==> run_1/flops_by_reg.png <==
(3 px per um) Other sequential cells in the stronger grey, the rest of the logic in the fainter grey.
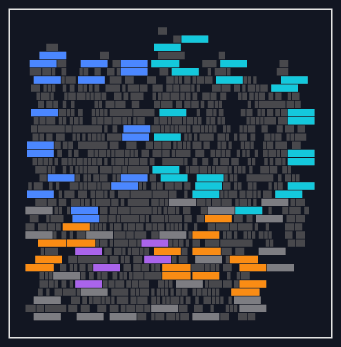
==> run_1/clocks.png <==
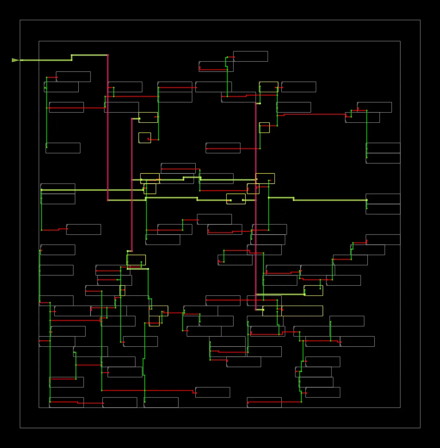
==> run_1/power_grid.png <==
(3 px per um) Pins as bars on the die edge.
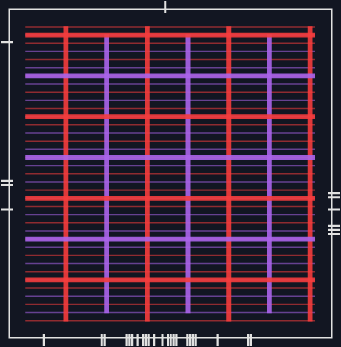
==> run_1/layer_met2.png <==
(3 px per um)
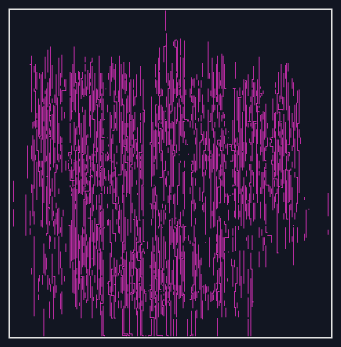
===== config.mk =====
export PLATFORM = sky130hd
export DESIGN_NAME = dice_roll_controller
export DESIGN_NICKNAME = d
export VERILOG_FILES = /design/src/rtl/yacht_pkg.sv /design/src/rtl/dice_lfsr.sv /design/src/rtl/dice_roll_controller.sv
export SDC_FILE = /design/constraint.sdc
export NUM_CORES = 1
export LEC_CHECK = 0
export ABC_AREA = 1
export CORE_AREA = 5 5 102 104
export DETAILED_ROUTE_END_ITERATION = 12
export DIE_AREA = 0 0 107 109
export PLACE_DENSITY = 0.84
export SLEW_MARGIN = 10
export SYNTH_ARGS = -nofsm -noshare
export SYNTH_HDL_FRONTEND = slang
export SYNTH_SLANG_ARGS = --single-unit

===== constraint.sdc =====
create_clock -name clk -period 1.81 [get_ports clk]
set_clock_uncertainty 0.15 [all_clocks]
set_input_delay 0.543 -clock clk [delete_from_list [all_inputs] [get_ports clk]]
set_output_delay 0.543 -clock clk [all_outputs]
set_load 0.005 [all_outputs]

===== src/rtl/yacht_pkg.sv =====
// ============================================================================
// Module   : yacht_pkg
// Purpose  : Shared types, LFSR constants and die mapping for the dice datapath
// Revision : 1.0
// ============================================================================
`default_nettype none

package yacht_pkg;

  typedef enum logic [1:0] {
    ST_IDLE   = 2'd0,
    ST_READY  = 2'd1,
    ST_ROLL   = 2'd2,
    ST_LOCKED = 2'd3
  } state_t;

  localparam int          DEFAULT_MAX_ROLLS = 3;
  localparam logic [15:0] LFSR_SEED         = 16'hACE1;
  localparam logic [15:0] LFSR_TAPS         = 16'hB400;

  // Slice mod 6 plus one; slices 6 and 7 fold onto 1 and 2.
  function automatic logic [2:0] die_map(input logic [2:0] slice);
    return (slice >= 3'd6) ? (slice - 3'd5) : (slice + 3'd1);
  endfunction

endpackage

`default_nettype wire


===== src/rtl/dice_lfsr.sv =====
// ============================================================================
// Module   : dice_lfsr
// Purpose  : Free-running 16-bit Galois LFSR, x^16+x^14+x^13+x^11+1
// Revision : 1.0
// ============================================================================
`default_nettype none

module dice_lfsr
  import yacht_pkg::*;
(
  input  logic        clk,
  input  logic        rst_n,
  output logic [15:0] lfsr
);

  logic [15:0] lfsr_q;
  logic [15:0] lfsr_d;

  always_comb begin
    lfsr_d = {1'b0, lfsr_q[15:1]};
    if (lfsr_q[0]) begin
      lfsr_d = lfsr_d ^ LFSR_TAPS;
    end
  end

  always_ff @(posedge clk or negedge rst_n) begin
    if (!rst_n) begin
      lfsr_q <= LFSR_SEED;
    end else begin
      lfsr_q <= lfsr_d;
    end
  end

  assign lfsr = lfsr_q;

endmodule

`default_nettype wire


===== src/rtl/dice_roll_controller.sv =====
// ============================================================================
// Module   : dice_roll_controller
// Purpose  : Turn sequencer for five dice: roll animation, holds, roll limit
// Revision : 1.0
// ============================================================================
`default_nettype none

module dice_roll_controller
  import yacht_pkg::*;
#(
  parameter int MAX_ROLLS  = DEFAULT_MAX_ROLLS,
  parameter int ANIM_TICKS = 2_500_000,
  parameter int FRAME_DIV  = 250_000
) (
  input  logic       clk,
  input  logic       reset_n,
  input  logic       turn_start,
  input  logic       roll_req,
  input  logic [4:0] hold_toggle,
  output logic [2:0] d1,
  output logic [2:0] d2,
  output logic [2:0] d3,
  output logic [2:0] d4,
  output logic [2:0] d5,
  output logic [4:0] hold,
  output logic [1:0] rolls_left,
  output logic       busy,
  output logic       roll_done,
  output logic       dice_valid
);

  localparam int TW = (ANIM_TICKS > 1) ? $clog2(ANIM_TICKS) : 1;
  localparam int FW = (FRAME_DIV > 1) ? $clog2(FRAME_DIV) : 1;
  localparam logic [TW-1:0] TICK_LAST  = TW'(ANIM_TICKS - 1);
  localparam logic [FW-1:0] FRAME_LAST = FW'(FRAME_DIV - 1);
  localparam logic [1:0]    ROLLS_INIT = 2'(MAX_ROLLS);

  logic [15:0] lfsr;

  state_t          state_q, state_d;
  logic [4:0]      hold_q, hold_d;
  logic [1:0]      rolls_q, rolls_d;
  logic [4:0][2:0] dice_q, dice_d;
  logic [TW-1:0]   tick_q, tick_d;
  logic [FW-1:0]   frame_q, frame_d;
  logic            busy_q, busy_d;
  logic            done_q, done_d;
  logic            valid_q, valid_d;
  logic [4:0][2:0] dice_new;

  dice_lfsr u_lfsr (
    .clk   (clk),
    .rst_n (reset_n),
    .lfsr  (lfsr)
  );

  always_comb begin
    dice_new = dice_q;
    for (int i = 0; i < 5; i++) begin
      if (!hold_q[i]) begin
        dice_new[i] = die_map(lfsr[3*i +: 3]);
      end
    end
  end

  always_comb begin
    state_d = state_q;
    hold_d  = hold_q;
    rolls_d = rolls_q;
    dice_d  = dice_q;
    tick_d  = tick_q;
    frame_d = frame_q;
    done_d  = 1'b0;
    valid_d = valid_q;

    if (turn_start) begin
      state_d = ST_READY;
      rolls_d = ROLLS_INIT;
      hold_d  = '0;
      dice_d  = '0;
      valid_d = 1'b0;
      tick_d  = '0;
      frame_d = '0;
    end else begin
      case (state_q)
        ST_READY: begin
          // Toggles land first so the all-held check sees the new holds.
          if (valid_q) begin
            hold_d = hold_q ^ hold_toggle;
          end
          if (roll_req && (hold_d != 5'h1F)) begin
            state_d = ST_ROLL;
            rolls_d = rolls_q - 2'd1;
            tick_d  = '0;
            frame_d = '0;
          end
        end
        ST_ROLL: begin
          if (tick_q == TICK_LAST) begin
            dice_d  = dice_new;
            done_d  = 1'b1;
            valid_d = 1'b1;
            state_d = (rolls_q != 2'd0) ? ST_READY : ST_LOCKED;
          end else begin
            tick_d = tick_q + 1'b1;
            if (frame_q == FRAME_LAST) begin
              frame_d = '0;
              dice_d  = dice_new;
            end else begin
              frame_d = frame_q + 1'b1;
            end
          end
        end
        default: begin
        end
      endcase
    end

    // Busy stays up through the roll_done cycle and drops on the next edge.
    busy_d = (state_d == ST_ROLL) || done_d;
  end

  always_ff @(posedge clk or negedge reset_n) begin
    if (!reset_n) begin
      state_q <= ST_IDLE;
      hold_q  <= '0;
      rolls_q <= '0;
      dice_q  <= '0;
      tick_q  <= '0;
      frame_q <= '0;
      busy_q  <= 1'b0;
      done_q  <= 1'b0;
      valid_q <= 1'b0;
    end else begin
      state_q <= state_d;
      hold_q  <= hold_d;
      rolls_q <= rolls_d;
      dice_q  <= dice_d;
      tick_q  <= tick_d;
      frame_q <= frame_d;
      busy_q  <= busy_d;
      done_q  <= done_d;
      valid_q <= valid_d;
    end
  end

  assign d1         = dice_q[0];
  assign d2         = dice_q[1];
  assign d3         = dice_q[2];
  assign d4         = dice_q[3];
  assign d5         = dice_q[4];
  assign hold       = hold_q;
  assign rolls_left = rolls_q;
  assign busy       = busy_q;
  assign roll_done  = done_q;
  assign dice_valid = valid_q;

endmodule

`default_nettype wire


==> impl_metrics.json, run 1 <==
{
  "cts.repair_timing.setup_buffer_count": 16,
  "antenna_found_initial": 0,
  "cp.required_ns": 1.92,
  "power.group.top": "registers",
  "tool_warnings": 29,
  "diodes": 0,
  "hold_violations": 0,
  "drv_slew": 0,
  "min_path_type": "reg -> reg",
  "sh_comb_area": 0.4222,
  "fin_crit_sh": 1.129,
  "crit_family": "simple AND/OR/NAND/NOR gates",
  "most_common_cell": "nand2_1",
  "critical_path.max_stage_delay_ns": 0.49,
  "worst-path-buf-inv": 2,
  "xor_area_frac": 0.04729,
  "ys_top_logic_family": "simple AND/OR/NAND/NOR gates",
  "crit_arrival_ns": 2.15,
  "largest_reg_flops": 22,
  "power.share.clock": 0.271,
  "n_fill_cell": 729,
  "swShare": 0.3564,
  "m1WireLength_um": 5894,
  "power.density_nw_per_um2": 783.8,
  "worst_pin_slew_ns": 0.3950,
  "grt-busiest-layer": "met2",
  "final.setup.tns_ns": -8.622,
  "chipArea_um2": 11660,
  "hp-start": "u_lfsr.lfsr[7]$_DFF_PN1_",
  "top_area_cell": "dfrtp_1",
  "area_delta_synth_final_pct": 32.32,
  "post-place-cells": 831,
  "critPathKind": "in -> reg",
  "drive_gt1_frac": 0.2803,
  "startpoint": "hold_toggle[3]",
  "power_uw": 5131,
  "outcome": "finished, violations left",
  "ys.warnings.count": 0,
  "placed_cell_area_um2": 5782,
  "met3_usage": 0.04500,
  "synth_cell_types": 46,
  "slowest_stage": "clkdlybuf4s50_1",
  "grt_setup_unrepaired": "yes",
  "cp.depth": 10,
  "r2r_setup_slack_ns": -0.23,
  "comb-power_uw": 1770,
  "setup_slack_ns": -0.2338,
  "ir_worst_vdd_uv": 596.3,
  "largest-register": "tick_q",
  "drcViolationCount": 0,
  "first_pass_iters": 5,
  "crit_chain": "clkdlybuf4s50_1 > nand3_1 > nand2_1 > nand3_2 > o21ai_4 > nand3_4 > nand2_8 > inv_16 > nand2_1 > o21ai_2",
  "lay_top_count": "nand2_1",
  "hold_end": "u_lfsr.lfsr[6]$_DFF_PN1_",
  "synth_cells": 645,
  "edf_count": 0,
  "crit-reg2reg-capture": "frame_q[10]$_DFFE_PN0P_",
  "grt.overflow.total": 0,
  "setup_viol": 46,
  "holdWs_ns": 0.2305,
  "cts_resized": 67,
  "ios": 34,
  "met2WireLength_um": 7009,
  "p_clk_uw": 1390,
  "critPathCaptureType": "flip-flop",
  "io_buffers": 33,
  "place_hpwl_um": 9412,
  "nets": 774,
  "hold_depth": 0,
  "mux_area_frac": 0,
  "violations": "negative setup slack",
  "start_kind": "primary input",
  "cts_tree": "built",
  "nWellTaps": 114,
  "h-tree-depth": 3,
  "path_common_cell": "nand2_1",
  "seqPwrFrac": 0.384,
  "comb_area_um2": 2764,
  "ys_top_cells_by_area": "dfrtp_1 (38%), nand2_1 (14%), nor2_1 (4.9%)",
  "buffers_excl_clock": 118,
  "ys_seq_frac": 0.4219,
  "p_int_uw": 3302,
  "top_layer": "met4",
  "p_leak_uw": 0.003185,
  "final_cell_mix": "nand2_1 (154), dfrtp_1 (74), buf_4 (71)",
  "vias_per_cell": 5.584,
  "reg2reg_from": "dice_valid$_DFFE_PN0P_",
  "synth_top_area_share": 0.3794,
  "dpl_worst_slack_ns": -0.5574,
  "pg_seq_uw": 1970,
  "relSlewSlack": 0.7347,
  "met1_usage": 0.3099,
  "synth-seq-cells": 83,
  "simple_gate_area_frac": 0.3351,
  "inverters_excl_clock": 65,
  "min_period_ns": 2.044,
  "cts.path.max_buffers": 2,
  "largest_class": "logic gates",
  "compound_area_frac": 0.08978,
  "met3WireLength_um": 842,
  "synth_adder_area_share": 0.02529
}
-- flops_by_reg.png (at the start) --
- `u_lfsr.lfsr`: orange (placed flops 16)
- `hold`: purple (placed flops 5)
- `tick_q`: cyan (placed flops 22)
- `frame_q`: blue (placed flops 18)
post-layout utilization of the core: 0.6921
sequential cell area: 2088 um2

-- clocks.png (at the start) --
clock buf count: 10
TritonCTS Buffers: 9
flop count: 83
Late-Pin Clk Latency: 0.37 ns
# clock sinks: 83

-- power_grid.png (at the start) --
- VDD: purple
- VSS: red
- met5 straps: 7
- met4 straps: 7
- signal pins: 34
core area: 9459 um2
Die Height: 109 um
Die X: 107 um

-- layer_met2.png (at the start) --
- share of all routed wire: 49%
- longest straight run: 41.1 um
- nets with wire on the layer: 665
- main direction: vertical
GR Layer Usage met2: 0.4218
routed via count: 4880
Detailed Route WL: 14180 um

==> run_1/cell_density.png <==
(3 px per um) The die is cut into 11 by 11 equal tiles; black is low, pale yellow is high, 0 to 100% covered.
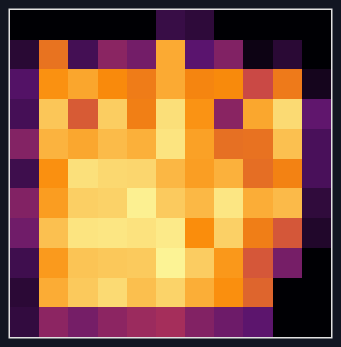

==> inputs of run 2 (changes only) <==
GPL_ROUTABILITY_DRIVEN = 0   (was not set)
TNS_END_PERCENT = 10   (was not set)
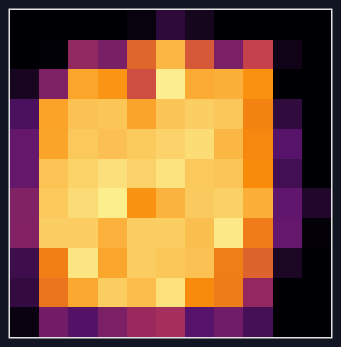
(run_2/cell_density.png)
(3 px per um) The die is cut into 11 by 11 equal tiles; black is low, pale yellow is high, 0 to 100% covered.
- mean over tiles: 52%
- tiles over 75% full: 43%
- nearly empty tiles: 18%
- densest ninth of the die: middle
- emptiest ninth of the die: top right
- fullest tile: 96%
post-layout utilization of the core: 0.6500
FP Core Util: 0.5230

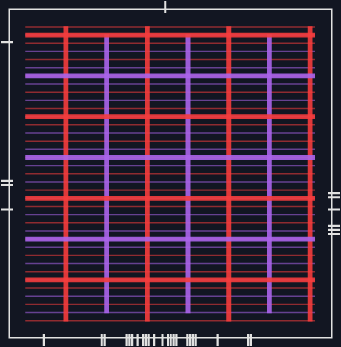
(run_2/power_grid.png)
(3 px per um) Pins as bars on the die edge.
- VSS: red
- VDD: purple
- met4 straps: 7
- met1 rails: 37
- signal pins: 34
- met5 straps: 7
maximum VDD drop: 721.6 uV

==> run 2 against run 1 <==
The flow finishes with violations (negative hold slack, negative setup slack). Count of clock-buffer cells in the layout unchanged. Fmax increased by 6.0%. Final cell count decreased by 2.6%. Largest cell class unchanged.
==> impl_metrics.json, run 2 <==
{
  "diodes": 0,
  "synth_adder_area_share": 0.02529,
  "clk_share": 0.03256,
  "seqPwrFrac": 0.427,
  "lay_top_count": "nand2_1",
  "grt-busiest-layer": "met2",
  "cts.sinks": 83,
  "ff_count": 83,
  "hold_violations": 3,
  "compound_area_frac": 0.08978,
  "setup_viol": 44,
  "clockRootBuffer": "clkbuf_8",
  "grt_pass1_wl_um": 21550,
  "setup_slack_ns": -0.1189,
  "nets": 751,
  "synth_top_area_share": 0.3794,
  "startpoint": "dice_valid$_DFFE_PN0P_",
  "cts.path.max_buffers": 2,
  "crit-reg2reg-capture": "tick_q[6]$_DFFE_PN0P_",
  "switchingPower_uw": 1580,
  "p_leak_uw": 0.002872,
  "crit_family": "simple AND/OR/NAND/NOR gates",
  "fp-row-count": 36,
  "grt.total_usage": 0.2298,
  "synth_cells": 645,
  "largest_reg_flops": 22,
  "power.group.top": "registers",
  "cts_resized": 42,
  "worst-path-buf-inv": 2,
  "critical_path.max_stage_delay_ns": 0.40,
  "grt_max_degree": 84,
  "grt_setup_unrepaired": "yes",
  "syn-cell-area_um2": 4947,
  "chipArea_um2": 11660,
  "dieWidth_um": 107,
  "power_uw": 4625,
  "grt_pass1_vias": 4666,
  "top_layer": "met4",
  "crit_arrival_ns": 2.01,
  "antenna_found_initial": 0,
  "tool_warnings": 29,
  "comb-power_uw": 1250,
  "post-place-cells": 826,
  "grtUsageMet2": 0.3907,
  "outcome": "finished, violations left",
  "drcViolationCount": 0,
  "cp.depth": 9,
  "violations": "negative hold slack, negative setup slack",
  "crit_chain": "buf_4 > nand2_4 > xor2_2 > nand2_2 > o21ai_4 > nand3_4 > nand2_8 > clkbuf_16 > o21ai_0",
  "largest_class": "logic gates",
  "synth-seq-cells": 83,
  "power.density_nw_per_um2": 752.2,
  "p_int_uw": 3045,
  "met3_usage": 0.03789,
  "sh_comb_area": 0.4278,
  "drive_gt1_frac": 0.2347,
  "synth_nets": 664,
  "common_cells": "nand2_1 (186), dfrtp_1 (75), nor2_1 (64), inv_1 (61), o21ai_0 (42)",
  "fin_crit_sh": 1.066,
  "mux_area_frac": 0,
  "pwr-share-comb": 0.271,
  "synth_cell_types": 46,
  "relSlewSlack": 0.6880,
  "grt.overflow.total": 0,
  "min_path_type": "in -> async",
  "vias_per_cell": 5.691,
  "power.share.clock": 0.302,
  "cts.clk_slew.worst_paths_ns": 0.10,
  "ys_seq_frac": 0.4219,
  "yosys_cells": 645,
  "xor_area_frac": 0.04729,
  "stdcell_count": 851,
  "buffers_excl_clock": 96,
  "start_kind": "flip-flop",
  "min_period_ns": 1.929,
  "first_pass_iters": 6,
  "area_delta_synth_final_pct": 24.28,
  "m1WireLength_um": 5330,
  "wl_per_cell_um": 15.69,
  "p_clk_uw": 1400,
  "ys_top_logic_family": "simple AND/OR/NAND/NOR gates",
  "most_common_cell": "nand2_1",
  "drt.antenna.violating_nets": 0,
  "fp.coreArea_um2": 9459,
  "ios": 34,
  "top_area_cell": "dfrtp_1",
  "die_y_um": 109,
  "reg2reg_from": "dice_valid$_DFFE_PN0P_",
  "vias": 4843,
  "cts_tree": "built",
  "io_buffers": 33,
  "numCtsBuffers": 9,
  "met2WireLength_um": 6612,
  "finalWirelength_um": 13350,
  "holdWs_ns": -0.006198,
  "slowest_stage": "dfrtp_1",
  "path_max_fanout": 11,
  "swShare": 0.3416,
  "clkLatencyLatePin_ns": 0.37,
  "placed_cell_area_um2": 5732,
  "inverters_excl_clock": 65,
  "drv_slew": 0,
  "ys_area_um2": 4947,
  "crit_end": "tick_q[6]$_DFFE_PN0P_",
  "met3WireLength_um": 945,
  "met1_usage": 0.2862,
  "n_fill_cell": 729,
  "nWellTaps": 114,
  "dpl_worst_slack_ns": -0.5204,
  "cts_hold_buf": 0,
  "critPathKind": "reg -> reg",
  "cts.repair_timing.setup_buffer_count": 3,
  "critPathCaptureType": "flip-flop",
  "final_cell_mix": "nand2_1 (175), dfrtp_1 (69), nor2_1 (59)",
  "ys_top_cells_by_area": "dfrtp_1 (38%), nand2_1 (14%), nor2_1 (4.9%)",
  "ys.warnings.count": 0,
  "largest-register": "tick_q",
  "place_hpwl_um": 9112,
  "worst_pin_slew_ns": 0.4680,
  "h-tree-depth": 3,
  "r2r_setup_slack_ns": -0.12,
  "max_freq_mhz": 518.4,
  "final.setup.tns_ns": -3.231,
  "simple_gate_area_frac": 0.3351,
  "cp.required_ns": 1.89,
  "clkbuf_count": 10,
  "comb_area_um2": 2630,
  "synthArstFlopShare": 1.000,
  "edf_count": 0
}
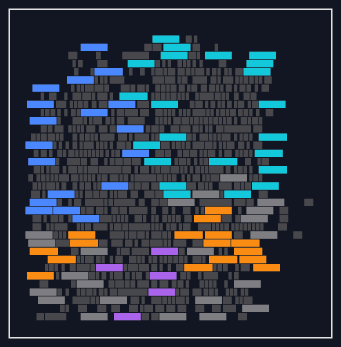
(run_2/flops_by_reg.png)
(3 px per um) Other sequential cells in the stronger grey, the rest of the logic in the fainter grey.
- `u_lfsr.lfsr`: orange (placed flops 16)
- `tick_q`: cyan (placed flops 22)
- `hold`: purple (placed flops 5; where bottom middle)
- `frame_q`: blue (placed flops 18)
flop share of the area: 0.3407
seq pwr: 1970 uW
sequential cell area: 2095 um2

Power is estimated from default activity; no workload was simulated.
